$ cat config.mk
export PLATFORM = sky130hd
export DESIGN_NAME = riscv_dmem_bridge
export DESIGN_NICKNAME = d
export VERILOG_FILES = /design/src/rtl/riscv_dmem_bridge.sv
export SDC_FILE = /design/constraint.sdc
export NUM_CORES = 1
export LEC_CHECK = 0
export CAP_MARGIN = 15
export CORE_MARGIN = 8
export CORE_UTILIZATION = 35
export DETAILED_ROUTE_END_ITERATION = 6
export GPL_TIMING_DRIVEN = 0
export PLACE_DENSITY = 0.66
export RECOVER_POWER = 50
export REMOVE_ABC_BUFFERS = 1
export SYNTH_ARGS = -nofsm -noshare
export SYNTH_HDL_FRONTEND = slang
export SYNTH_SLANG_ARGS = --single-unit
$ cat constraint.sdc
create_clock -name clk_i -period 1.65 [get_ports clk_i]
set_input_delay 0.165 -clock clk_i [delete_from_list [all_inputs] [get_ports clk_i]]
set_output_delay 0.165 -clock clk_i [all_outputs]
set_load 0.03 [all_outputs]
$ cat src/rtl/riscv_dmem_bridge.sv
// MEM-stage data port to req/ack bus bridge.
// Stalls the core per access; aligns loads and replicates store lanes.
module riscv_dmem_bridge #(
  parameter int DW      = 32,
  parameter int TIMEOUT = 255
) (
  input  logic          clk_i,
  input  logic          rst_i,
  input  logic [DW-1:0] core_addr_i,
  input  logic [DW-1:0] core_wdata_i,
  input  logic          core_rd_en_i,
  input  logic          core_wr_en_i,
  input  logic [2:0]    core_funct3_i,
  output logic [DW-1:0] core_rdata_o,
  output logic          core_stall_o,
  output logic          core_err_o,
  output logic          bus_req_o,
  output logic          bus_we_o,
  output logic [DW-1:0] bus_addr_o,
  output logic [DW-1:0] bus_wdata_o,
  output logic [3:0]    bus_be_o,
  input  logic          bus_ack_i,
  input  logic [DW-1:0] bus_rdata_i
);

  typedef enum logic [1:0] {
    IDLE,
    BUS,
    DONE
  } state_e;

  localparam logic [15:0] CNT_LAST = 16'(TIMEOUT - 1);

  state_e        state_q, state_d;
  logic [15:0]   cnt_q, cnt_d;
  logic [DW-1:0] addr_q, addr_d;
  logic [DW-1:0] wdata_q, wdata_d;
  logic [DW-1:0] rdata_q, rdata_d;
  logic [3:0]    be_q, be_d;
  logic          we_q, we_d;
  logic          err_q, err_d;
  logic [1:0]    off_q, off_d;
  logic [2:0]    f3_q, f3_d;

  logic          req;
  logic          illegal;
  logic [3:0]    be_n;
  logic [DW-1:0] wd_n;
  logic [DW-1:0] shifted;
  logic [DW-1:0] ld_data;
  logic          stall;

  always_comb begin
    req     = core_rd_en_i | core_wr_en_i;
    be_n    = '0;
    wd_n    = core_wdata_i;
    illegal = 1'b0;
    unique case (core_funct3_i[1:0])
      2'b00: begin
        be_n = 4'b0001 << core_addr_i[1:0];
        wd_n = {4{core_wdata_i[7:0]}};
      end
      2'b01: begin
        be_n    = core_addr_i[1] ? 4'b1100 : 4'b0011;
        wd_n    = {2{core_wdata_i[15:0]}};
        illegal = core_addr_i[0];
      end
      2'b10: begin
        be_n    = 4'b1111;
        illegal = |core_addr_i[1:0];
      end
      default: illegal = 1'b1;
    endcase
    if (core_rd_en_i & core_wr_en_i) illegal = 1'b1;
  end

  // Raw bus word is aligned using the offset captured at request time.
  always_comb begin
    shifted = bus_rdata_i >> {off_q, 3'b000};
    unique case (f3_q)
      3'b000:  ld_data = {{(DW-8){shifted[7]}}, shifted[7:0]};
      3'b100:  ld_data = {{(DW-8){1'b0}}, shifted[7:0]};
      3'b001:  ld_data = {{(DW-16){shifted[15]}}, shifted[15:0]};
      3'b101:  ld_data = {{(DW-16){1'b0}}, shifted[15:0]};
      default: ld_data = shifted;
    endcase
  end

  always_comb begin
    state_d = state_q;
    cnt_d   = '0;
    addr_d  = addr_q;
    wdata_d = wdata_q;
    rdata_d = rdata_q;
    be_d    = be_q;
    we_d    = we_q;
    err_d   = err_q;
    off_d   = off_q;
    f3_d    = f3_q;
    stall   = 1'b0;
    unique case (state_q)
      IDLE: begin
        stall = req;
        if (req) begin
          off_d = core_addr_i[1:0];
          f3_d  = core_funct3_i;
          if (illegal) begin
            err_d   = 1'b1;
            state_d = DONE;
          end else begin
            err_d   = 1'b0;
            addr_d  = {core_addr_i[DW-1:2], 2'b00};
            we_d    = core_wr_en_i;
            be_d    = be_n;
            wdata_d = wd_n;
            state_d = BUS;
          end
        end
      end
      BUS: begin
        stall = 1'b1;
        cnt_d = cnt_q + 16'd1;
        if (bus_ack_i) begin
          if (!we_q) rdata_d = ld_data;
          state_d = DONE;
        end else if (cnt_q == CNT_LAST) begin
          rdata_d = '0;
          err_d   = 1'b1;
          state_d = DONE;
        end
      end
      DONE: state_d = IDLE;
      default: state_d = IDLE;
    endcase
  end

  always_ff @(posedge clk_i or negedge rst_i) begin
    if (!rst_i) begin
      state_q <= IDLE;
      cnt_q   <= '0;
      addr_q  <= '0;
      wdata_q <= '0;
      rdata_q <= '0;
      be_q    <= '0;
      we_q    <= 1'b0;
      err_q   <= 1'b0;
      off_q   <= '0;
      f3_q    <= '0;
    end else begin
      state_q <= state_d;
      cnt_q   <= cnt_d;
      addr_q  <= addr_d;
      wdata_q <= wdata_d;
      rdata_q <= rdata_d;
      be_q    <= be_d;
      we_q    <= we_d;
      err_q   <= err_d;
      off_q   <= off_d;
      f3_q    <= f3_d;
    end
  end

  // Reset must release the core at once, even with a request held.
  assign core_stall_o = stall & rst_i;
  assign core_err_o   = (state_q == DONE) & err_q;
  assign core_rdata_o = rdata_q;
  assign bus_req_o    = (state_q == BUS);
  assign bus_we_o     = we_q;
  assign bus_addr_o   = addr_q;
  assign bus_wdata_o  = wdata_q;
  assign bus_be_o     = be_q;

endmodule

### Metal layers overlaid

Scale: 2 px per um.
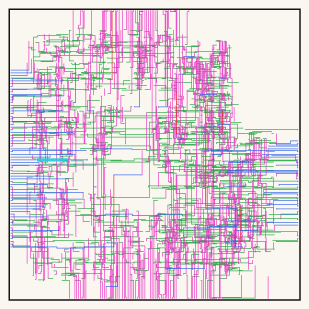
[metal 2] magenta | wire length: 9,490 um
[metal 1] green | wire length: 7,210 um
[metal 5] cyan | wire length: 13.8 um
[metal 3] blue | wire length: 1,700 um
[metal 4] red | wire length: 422 um
wire per inst: 19.5 um
drt total wl: 18,800 um
Total GRT Usage: 18.0%
Vias: 4,962

### I/O pins on the die edge

Scale: 2 px per um. Pins as bars across the die edge, other pins in gray.
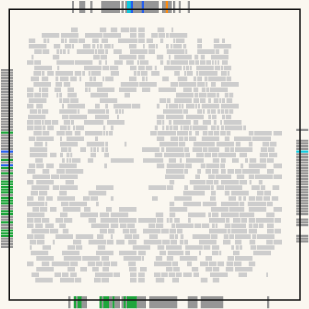
[`core_addr_i`] green | pins: 32 | direction: input | edge: 18 west, 14 south
[`core_funct3_i`] cyan | pins: 3 | direction: input | edge: 2 north, 1 east
[`core_stall_o`] orange | pins: 1 | direction: output | edge: north
[`bus_be_o`] blue | pins: 4 | direction: output | edge: 2 west, 2 north
I/O Buffers: 205
DIE HEIGHT: 145 um

==> results.py <==
# Synthesis and PnR figures
metrics = {
    "outcome": {
        "status": "finished with violations",
        "failed_checks": "hold timing, setup timing",
    },
    "clock_network": {
        "numCtsBuffers": 17,
        "numClockSinks": 123,
        "clkSlewWorstSetupHoldPaths_ns": 0.05,
        "cts_repair_resize_count": 65,
    },
    "yosys": {
        "synth_xor_xnor_area_share_pct": 1.21,
        "post_synth_num_cell_types": 48,
        "top_area_share_pct": 53.2,
        "netlist_logic_family_top": "multiplexers",
        "async_flop_share_pct": 100,
        "ys_top_cells_by_area": "dfrtp_1, mux2_2, mux2i_1",
        "ys_top_cells_by_count": "dfrtp_1, mux2_2, o21ai_0",
    },
    "global_route": {
        "use_met2_pct": 30.0,
        "antenna_found_initial": 2,
    },
    "critical_path": {
        "critPathLaunch": "off_q[0]",
        "cp-end-kind": "flip-flop",
        "cp.required_ns": 2.00,
    },
    "finish": {
        "layout_top_cell": "clkdlybuf4s50_1",
        "final.fill_count": 1376,
        "comb_area_um2": 2720,
        "fin_area_um2": 9350,
        "final_cell_mix": "clkdlybuf4s50_1, dfrtp_1, mux2_2",
        "flop_area_um2": 3090,
        "flops": 123,
    },
    "final_timing": {
        "finalSetupViolCount": 23,
        "whs_ns": -0.379,
        "finalSetupTns_ns": -3.09,
        "clock-skew-final_ns": 0.00823,
        "setup_ws_ns": -0.188,
        "hold_viol": 51,
    },
    "place": {
        "placed_cell_area_um2": 8140,
        "dp_hpwl_um": 12300,
        "dp_cells": 888,
    },
    "detailed_routing": {
        "postRouteAntennaNets": 0,
        "via_per_inst": 5.13,
    },
    "die": {
        "die_w_um": 145,
    },
    "power_and_ir_drop": {
        "pg_seq_w": 0.00500,
        "power.density_nw_per_um2": 1790,
        "clkPwrFrac_pct": 21.7,
    },
}
### Cell density map

Scale: 2 px per um. 14 x 14 tiles, from black (low) to pale yellow (high), 0 to 100% covered.
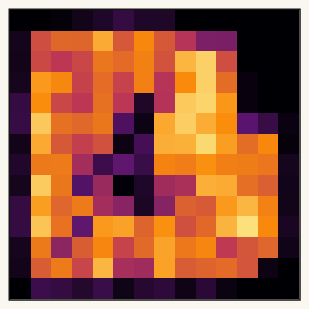
nearly empty tiles: 13%
emptiest ninth of the die: north-east
fullest tile: 93%
tiles over 75% full: 18%
mean over tiles: 43%
total core area: 16,300 um^2
fp util: 35.4%
Final Util: 57.2%

